--- src/rtl/ucsbece154a_controller_mc.sv ---
// Multicycle RV32I-subset control FSM with memory wait states and a gated SLEEP state.
// Define UCSBECE154A_SLEEP_TIMER_EN to build the SLEEP timeout counter.
module ucsbece154a_controller_mc #(
   parameter int WAKE_N  = 4,
   parameter int TIMER_W = 16
) (
   input  logic               clk,
   input  logic               reset,
   input  logic [6:0]         op_i,
   input  logic [2:0]         funct3_i,
   input  logic               funct7_i,
   input  logic               zero_i,
   input  logic               memready_i,
   input  logic [WAKE_N-1:0]  wake_i,
   input  logic [WAKE_N-1:0]  wakemask_i,
   input  logic [TIMER_W-1:0] sleepcycles_i,
   output logic               PCWrite_o,
   output logic               MemWrite_o,
   output logic               IRWrite_o,
   output logic               RegWrite_o,
   output logic               AdrSrc_o,
   output logic [1:0]         ALUSrcA_o,
   output logic [1:0]         ALUSrcB_o,
   output logic [1:0]         ResultSrc_o,
   output logic [2:0]         ALUControl_o,
   output logic [2:0]         ImmSrc_o,
   output logic               sleeping_o,
   output logic               illegal_o,
   output logic [WAKE_N:0]    wakecause_o
);

   localparam logic [6:0] OP_LW    = 7'b0000011;
   localparam logic [6:0] OP_SW    = 7'b0100011;
   localparam logic [6:0] OP_R     = 7'b0110011;
   localparam logic [6:0] OP_I     = 7'b0010011;
   localparam logic [6:0] OP_BEQ   = 7'b1100011;
   localparam logic [6:0] OP_JAL   = 7'b1101111;
   localparam logic [6:0] OP_LUI   = 7'b0110111;
   localparam logic [6:0] OP_SLEEP = 7'b0001011;
   localparam logic [6:0] OP_WAKE  = 7'b0101011;

   typedef enum logic [3:0] {
      S_FETCH, S_DECODE, S_MEMADR, S_MEMREAD, S_MEMWB, S_MEMWRITE,
      S_EXECR, S_EXECI, S_LUI, S_ALUWB, S_BEQ, S_JAL, S_SLEEP
   } state_t;

   state_t            state, state_n;
   logic [WAKE_N-1:0] wake_act;
   logic              wake_hit;
   logic              timeout_hit;
   logic              op_known;
   logic              branch;
   logic              pc_update;
   logic [1:0]        alu_op;

   assign wake_act = wake_i & wakemask_i;
   assign wake_hit = |wake_act;

`ifdef UCSBECE154A_SLEEP_TIMER_EN
   logic [TIMER_W-1:0] timer;
   // A zero load never reaches 1, so timeout is implicitly disabled.
   assign timeout_hit = (state == S_SLEEP) && (timer == TIMER_W'(1));
`else
   logic unused_sleepcycles;
   assign unused_sleepcycles = ^sleepcycles_i;
   assign timeout_hit = 1'b0;
`endif

   always_comb begin
      case (op_i)
         OP_LW, OP_SW, OP_R, OP_I, OP_BEQ, OP_JAL, OP_LUI, OP_SLEEP, OP_WAKE:
            op_known = 1'b1;
         default: op_known = 1'b0;
      endcase
   end

   always_comb begin
      state_n = S_FETCH;
      case (state)
         S_FETCH:    state_n = memready_i ? S_DECODE : S_FETCH;
         S_DECODE: begin
            case (op_i)
               OP_LW, OP_SW: state_n = S_MEMADR;
               OP_R:         state_n = S_EXECR;
               OP_I:         state_n = S_EXECI;
               OP_BEQ:       state_n = S_BEQ;
               OP_JAL:       state_n = S_JAL;
               OP_LUI:       state_n = S_LUI;
               OP_SLEEP:     state_n = S_SLEEP;
               default:      state_n = S_FETCH;
            endcase
         end
         S_MEMADR:   state_n = (op_i == OP_LW) ? S_MEMREAD : S_MEMWRITE;
         S_MEMREAD:  state_n = memready_i ? S_MEMWB : S_MEMREAD;
         S_MEMWB:    state_n = S_FETCH;
         S_MEMWRITE: state_n = memready_i ? S_FETCH : S_MEMWRITE;
         S_EXECR:    state_n = S_ALUWB;
         S_EXECI:    state_n = S_ALUWB;
         S_LUI:      state_n = S_ALUWB;
         S_ALUWB:    state_n = S_FETCH;
         S_BEQ:      state_n = S_FETCH;
         S_JAL:      state_n = S_ALUWB;
         S_SLEEP:    state_n = (wake_hit || timeout_hit) ? S_FETCH : S_SLEEP;
         default:    state_n = S_FETCH;
      endcase
   end

   always_ff @(posedge clk or negedge reset) begin
      if (!reset) begin
         state       <= S_FETCH;
         wakecause_o <= '0;
`ifdef UCSBECE154A_SLEEP_TIMER_EN
         timer       <= '0;
`endif
      end else begin
         state <= state_n;
         if (state == S_SLEEP && state_n == S_FETCH)
            wakecause_o <= {timeout_hit, wake_act};
`ifdef UCSBECE154A_SLEEP_TIMER_EN
         if (state == S_DECODE && state_n == S_SLEEP)
            timer <= sleepcycles_i;
         else if (state == S_SLEEP && timer != '0)
            timer <= timer - TIMER_W'(1);
`endif
      end
   end

   // Moore decode; everything is forced low while reset is held.
   always_comb begin
      PCWrite_o    = 1'b0;
      MemWrite_o   = 1'b0;
      IRWrite_o    = 1'b0;
      RegWrite_o   = 1'b0;
      AdrSrc_o     = 1'b0;
      ALUSrcA_o    = 2'b00;
      ALUSrcB_o    = 2'b00;
      ResultSrc_o  = 2'b00;
      ALUControl_o = 3'b000;
      ImmSrc_o     = 3'b000;
      sleeping_o   = 1'b0;
      illegal_o    = 1'b0;
      branch       = 1'b0;
      pc_update    = 1'b0;
      alu_op       = 2'b00;
      if (reset) begin
         case (op_i)
            OP_SW:   ImmSrc_o = 3'b001;
            OP_BEQ:  ImmSrc_o = 3'b010;
            OP_JAL:  ImmSrc_o = 3'b011;
            OP_LUI:  ImmSrc_o = 3'b100;
            default: ImmSrc_o = 3'b000;
         endcase
         case (state)
            S_FETCH: begin
               ALUSrcB_o   = 2'b10;
               ResultSrc_o = 2'b10;
               IRWrite_o   = memready_i;
               pc_update   = memready_i;
            end
            S_DECODE: begin
               ALUSrcA_o = 2'b01;
               ALUSrcB_o = 2'b01;
               illegal_o = ~op_known;
            end
            S_MEMADR: begin
               ALUSrcA_o = 2'b10;
               ALUSrcB_o = 2'b01;
            end
            S_MEMREAD: AdrSrc_o = 1'b1;
            S_MEMWB: begin
               ResultSrc_o = 2'b01;
               RegWrite_o  = 1'b1;
            end
            S_MEMWRITE: begin
               AdrSrc_o   = 1'b1;
               MemWrite_o = 1'b1;
            end
            S_EXECR: begin
               ALUSrcA_o = 2'b10;
               alu_op    = 2'b10;
            end
            S_EXECI: begin
               ALUSrcA_o = 2'b10;
               ALUSrcB_o = 2'b01;
               alu_op    = 2'b10;
            end
            S_LUI: begin
               ALUSrcA_o = 2'b11;
               ALUSrcB_o = 2'b01;
            end
            S_ALUWB: RegWrite_o = 1'b1;
            S_BEQ: begin
               ALUSrcA_o = 2'b10;
               alu_op    = 2'b01;
               branch    = 1'b1;
            end
            S_JAL: begin
               ALUSrcA_o = 2'b01;
               ALUSrcB_o = 2'b10;
               pc_update = 1'b1;
            end
            S_SLEEP: sleeping_o = 1'b1;
            default: ;
         endcase
      end
      PCWrite_o = (branch & zero_i) | pc_update;
      case (alu_op)
         2'b00: ALUControl_o = 3'b000;
         2'b01: ALUControl_o = 3'b001;
         default: begin
            case (funct3_i)
               3'b000:  ALUControl_o = (funct7_i & op_i[5]) ? 3'b001 : 3'b000;
               3'b010:  ALUControl_o = 3'b101;
               3'b110:  ALUControl_o = 3'b011;
               3'b111:  ALUControl_o = 3'b010;
               default: ALUControl_o = 3'b000;
            endcase
         end
      endcase
   end

endmodule

--- config.mk ---
export PLATFORM = sky130hd
export DESIGN_NAME = ucsbece154a_controller_mc
export DESIGN_NICKNAME = d
export VERILOG_FILES = /design/src/rtl/ucsbece154a_controller_mc.sv
export SDC_FILE = /design/constraint.sdc
export NUM_CORES = 1
export LEC_CHECK = 0
export CORE_UTILIZATION = 37
export DETAILED_ROUTE_END_ITERATION = 12
export PLACE_DENSITY = 0.85
export SLEW_MARGIN = 20
export SYNTH_ARGS = -nofsm -noshare
export SYNTH_HDL_FRONTEND = slang
export SYNTH_SLANG_ARGS = --single-unit
--- constraint.sdc ---
create_clock -name clk -period 2.2 [get_ports clk]
set_clock_uncertainty 0.1 [all_clocks]
set_input_delay 0.55 -clock clk [delete_from_list [all_inputs] [get_ports clk]]
set_output_delay 0.55 -clock clk [all_outputs]
set_load 0.05 [all_outputs]
Figure 1. Port wiring (run 1).
(4 px per um)
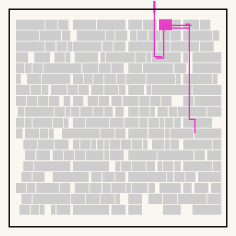
magenta -> IRWrite_o  # bits 1, direction output, edge north, end cells 1, buffers 2, wire 65.7 um

Figure 2. Pin map (run 1).
(8 px per um) Pins as bars across the die edge, other pins in gray.
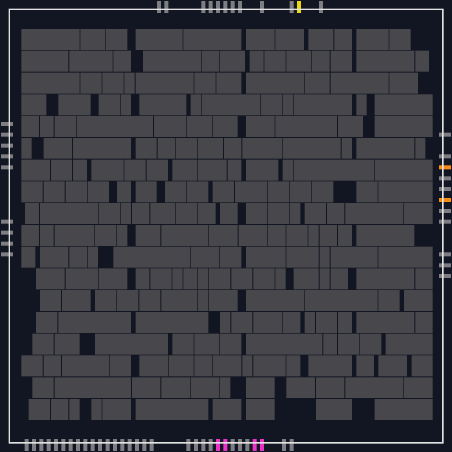
orange -> ALUSrcB_o  # pins 2, direction output, edge east
magenta -> wakemask_i  # pins 4, direction input, edge south
yellow -> IRWrite_o  # pins 1, direction output, edge north

==> metrics.cfg, run 1 <==
[outcome]
violations=negative setup slack
status=finished, violations left

[routing]
drt-initial-drc-count=62
firstDrtPassIters=4

[synth]
top_logic_kind=simple AND/OR/NAND/NOR gates
netlist_top_cells_count=nand2_1, nor2_1, buf_2, nor3_1, dfrtp_1
ys_sh_adder_pct=0
ys_warn_count=0
top_cell=nand2_1

[sta]
fin_ws_ns=-0.169
setup_violations=13
fin_crit_sh_pct=108

[final_layout]
finalInstanceArea_um2=2360
diodes=0
flop_area_um2=204

[job]
warning_count=45

[power_and_ir_drop]
p_per_area_nw_per_um2=605
powerComb_uw=1090
pg_clk_uw=132

[setup_path]
critPathCapture=PCWrite_o
worstSetupStartpointType=flip-flop
arrival_ns=1.72

[grt]
grt_max_degree=15

Figure 3. Signal wires by layer (run 1).
(4 px per um) Only two layers are drawn.
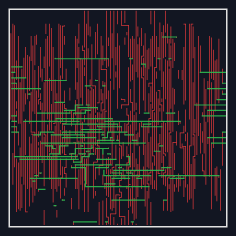
green -> M3  # wire length 468 um
red -> M2  # wire length 2980 um

## run 1: per-stage QoR
| stage | TNS [ns] | utilization [%] |
|---|---|---|
| finish | -1.12 | 93.5 |
| global route | -1.58 | 93.5 |
| CTS | -0.281 | 89.0 |
| detailed placement | -5.25 | 80.4 |
| global placement | -4.69 | 80.4 |
| floorplan | -0.893 | - |
## run 1: critical path, cell delays in order, from the launching register on
cell      delay (ns)
dfrtp_2         0.46
nand2b_4        0.17
nor4_4          0.32
and2_4          0.22
o21bai_4        0.13
buf_12          0.15
## run 1: state kept, by name, summed over array words and instances (netlist names)
| register | flops |
|---|---|
| state | 4 |
| wakecause_o | 4 |
## run 1: area by class of cell
type                    instances  area share, %
repair buffers                100           46.0
clock buffers                   3          0.955
multi-input cells             114           42.0
well taps                      30           1.59
inverters                       5          0.796
flip-flops and latches          8           8.65
--- run 2 (diff from run 1) ---
--- a/config.mk
+++ b/config.mk
@@ -8,7 +8,7 @@
 export CORE_UTILIZATION = 37
 export DETAILED_ROUTE_END_ITERATION = 12
 export PLACE_DENSITY = 0.85
-export SLEW_MARGIN = 20
 export SYNTH_ARGS = -nofsm -noshare
 export SYNTH_HDL_FRONTEND = slang
 export SYNTH_SLANG_ARGS = --single-unit
+export TNS_END_PERCENT = 1
Figure 4. Port wiring (run 2).
(4 px per um)
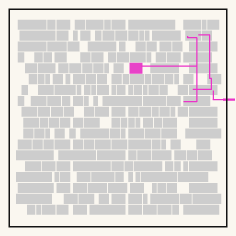
magenta -> IRWrite_o  # bits 1, direction output, edge east, end cells 1, buffers 2, wire 62.3 um
Ports: 63
IO buf count: 45

Figure 5. Signal wires by layer (run 2).
(4 px per um) Only two layers are drawn.
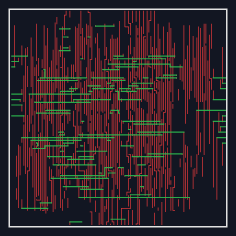
red -> M2  # wire length 2870 um
green -> M3  # wire length 500 um
Vias: 1596
Total GRT Usage: 33.3%
routed len/inst: 23.1 um
final WL: 5690 um

==> run 2 against run 1 <==
  * Clock power decreased by about 10%
  * Final area shrank 6.4%
  * Global-route usage decreased by 4.0 points
  * Largest power group unchanged
  * Synthesized cell count is the same
  * The flow still finishes with violations (negative setup slack)
  * Critical path depth rose by 1
  * Highest routed layer unchanged
  * Sequential share of layout area is 0.59 points higher
==> metrics.cfg, run 2 <==
[outcome]
status=finished, violations left
violations=negative setup slack

[job]
warning_count=45

[setup_path]
critPathCapture=illegal_o
worstSetupStartpointType=primary input
slowest_delay_ns=0.30
path_buffers=2
cp_top_family=buffers and inverters
crit_chain=clkdlybuf4s15_2 > nand2b_1 > mux2_2 > o22ai_2 > a311oi_2 > clkbuf_16

[final_layout]
nClkBuffers=3
comb_cells=114
clk_share_pct=1.02
seq_share_pct=9.24
buffer_area_share_pct=46.5
n_all_inverters=5
nNonClkBuffers=86
finalInstanceArea_um2=2210
flop_area_um2=204
utilization_pct=87.5
comb_share_pct=40.7
diodes=0
largest_registers=state: 4 flops, wakecause_o: 4 flops

[synth]
netlist_top_cells_count=nand2_1, nor2_1, buf_2, nor3_1, dfrtp_1
ys_warn_count=0
top_cell=nand2_1

[routing]
routed-wl-met2_um=2870
firstDrtPassIters=7

[sta]
setup_violations=14
fin_ws_ns=-0.173
tns_ns=-1.28

[floorplanning]
num_tap_cells=30

[power_and_ir_drop]
powerComb_uw=1020

Figure 6. Placed standard cells (run 2).
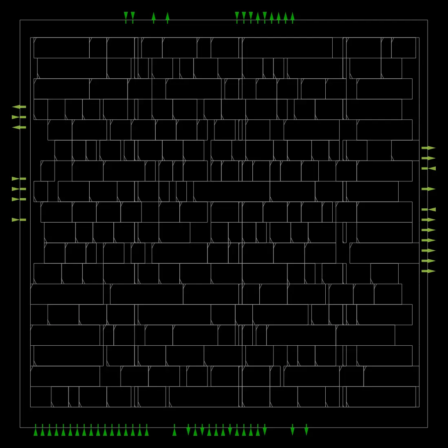
filler instances: 129
sequential cell count: 8

run 2: worst min-delay path, cell delays in order:
cell and delay [ns]:
dlygate4sd2_1 0.21, buf_6 0.14, buf_4 0.12, buf_4 0.11
run 2: repair_timing:
| action | CTS | global route |
|---|---|---|
| buffers inserted | 9 | 1 |
| setup endpoints to repair | 19 | 18 |
| hold endpoints to repair | 0 | 0 |
| resized | 44 | 24 |
| pin swaps | 14 | 10 |
| gates cloned | 0 | 1 |
run 2: kinds of logic after synthesis:
family                    count (synthesis)  synth area share [%]
and+or+nand+nor                          75                  42.3
AOI/OAI and AO/OA                        28                  18.0
buffers and inverters                    20                  9.75
DFF                                       8                  20.0
muxes                                     6                  6.13
xor gates and xnor gates                  4                  3.50
other                                     1                 0.375
--- run 3 (diff from run 2) ---
--- a/config.mk
+++ b/config.mk
@@ -8,6 +8,7 @@
 export CORE_UTILIZATION = 37
 export DETAILED_ROUTE_END_ITERATION = 12
 export PLACE_DENSITY = 0.85
+export SKIP_CTS_REPAIR_TIMING = 1
 export SYNTH_ARGS = -nofsm -noshare
 export SYNTH_HDL_FRONTEND = slang
 export SYNTH_SLANG_ARGS = --single-unit
Figure 7. Pin map (run 3).
(8 px per um) Pins as bars across the die edge, other pins in gray.
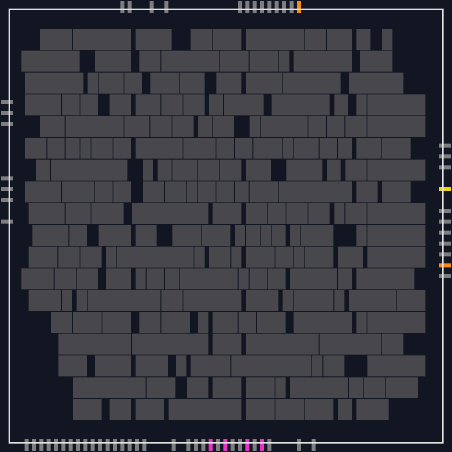
yellow -> IRWrite_o  # pins 1, direction output, edge east
magenta -> wakemask_i  # pins 4, direction input, edge south
orange -> ALUSrcB_o  # pins 2, direction output, edge 1 north, 1 east
Die Span Y: 54.0 um
Die W: 54.0 um

Figure 8. Port wiring (run 3).
(4 px per um)
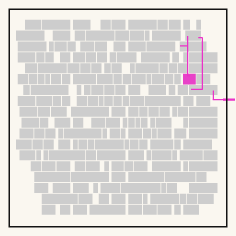
magenta -> IRWrite_o  # bits 1, direction output, edge east, end cells 1, buffers 2, wire 34.0 um

Figure 9. Placed standard cells (run 3).
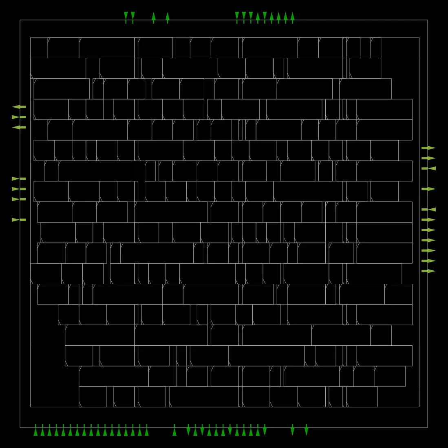
Util after Layout: 86.4%
Tap Count: 30
Cell Count, Final, Fillers Out: 240

==> run 3 against run 2 <==
  * The flow still finishes with violations (negative setup slack)
  * Sequential share of layout area up 0.13 points
  * Die size stayed put
  * Wire length shrank 18%
  * Via count decreased by 7.0%
  * Fmax increased by 1.3%
  * Worst setup slack better by 0.030 ns
  * Synthesized area did not move
  * Final area down 1.4%
  * Global-route usage down 8.7 points
  * Largest power group unchanged
==> metrics.cfg, run 3 <==
[final_layout]
seq_share_pct=9.36
diodes=0
fillers=117
nNonClkBuffers=80
dominant-cell-class=buffers
n_all_inverters=5
comb_share_pct=41.5
largest_registers=state: 4 flops, wakecause_o: 4 flops
clk_share_pct=1.03
buffer_area_share_pct=45.5
finalInstanceArea_um2=2180
numSequentialCells=8

[synth]
ys_warn_count=0
netlist_top_cells_count=nand2_1, nor2_1, buf_2, nor3_1, dfrtp_1
top_cell=nand2_1
ys_area_um2=1000
numSynthFlops=8

[power_and_ir_drop]
pg_clk_uw=114
powerComb_uw=1010
maxPowerGroup=combinational cells

[sta]
fin_ws_ns=-0.143
fin_crit_sh_pct=107
tns_ns=-0.944
setup_violations=10

[grt]
grt_overflow=0
grt_max_degree=21
track_usage_pct=24.6

[outcome]
status=finished, violations left
violations=negative setup slack

[routing]
firstDrtPassIters=5
drt-initial-drc-count=78
via_count=1485
wirelength_um=4640

[setup_path]
slowest_stage=dfrtp_1
slowest_delay_ns=0.41
arrival_ns=1.69
crit_chain=nand2b_4 > nor3_4 > nand2_2 > a311oi_4 > buf_12
cp_top_family=simple AND/OR/NAND/NOR gates
path_class=reg -> out
critical_path_depth=5
path_buffers=1

[placement]
portBuffers=45

[floorplanning]
io_pins=63

[job]
warning_count=44

## run 3: worst reg2reg max path, delay by kind of cell (launching register included)
family                 cells  cell delay, ns
AND/OR/NAND/NOR            2            0.75
buffers and inverters      1            0.21
flip-flops                 1            0.48
AND-OR/OR-AND              1            0.11
## run 3: logic make-up after synthesis
| group | after synthesis | synth area share, % |
|---|---|---|
| DFF | 8 | 20.0 |
| xor gates and xnor gates | 4 | 3.50 |
| buffers and inverters | 20 | 9.75 |
| AOI/OAI and AO/OA | 28 | 18.0 |
| muxes | 6 | 6.13 |
| other | 1 | 0.375 |
| and+or+nand+nor | 75 | 42.3 |
## run 3: per-layer routing
metal,track usage (%),up-vias,part of all wire (%)
met4,9.83,0,3.1
met1,28.4,707,36
met3,2.54,16,6.9
li1,-,647,-
met2,45.5,115,54
met5,0,-,0

==> screenshots <==
The metal 2 layer.
(8 px per um)
picture 1
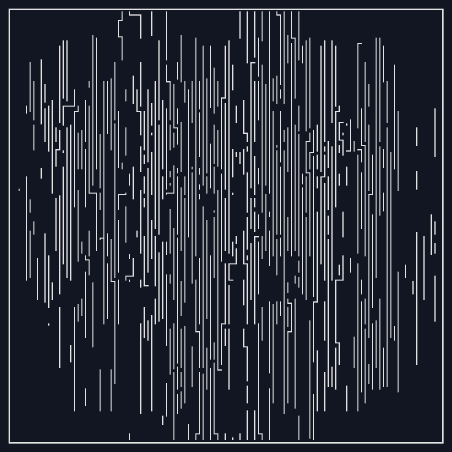
picture 2
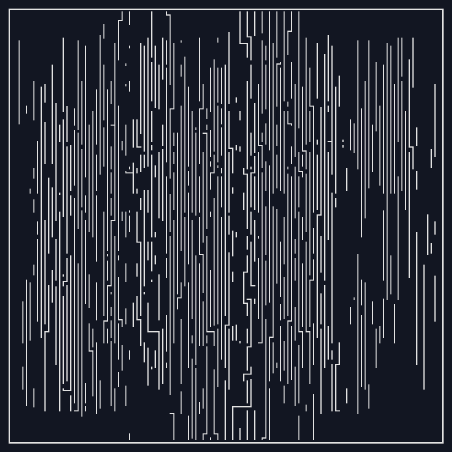
picture 3
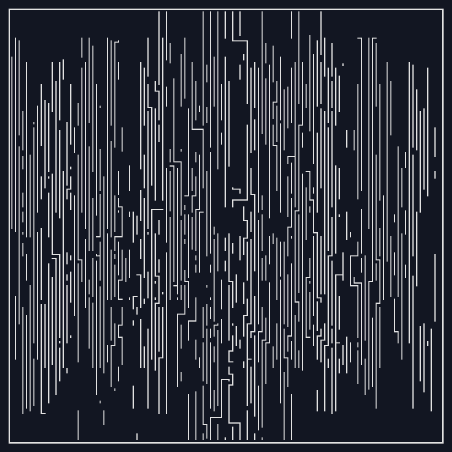
Picture 3 comes from run 1.
Picture 1 comes from run 3.
Picture 2 comes from run 2.

Key to picture 1:
longest straight run = 32.8 um
wire length on this layer = 2530 um

Power figures rest on the tool's default switching activity, not on a simulated workload.
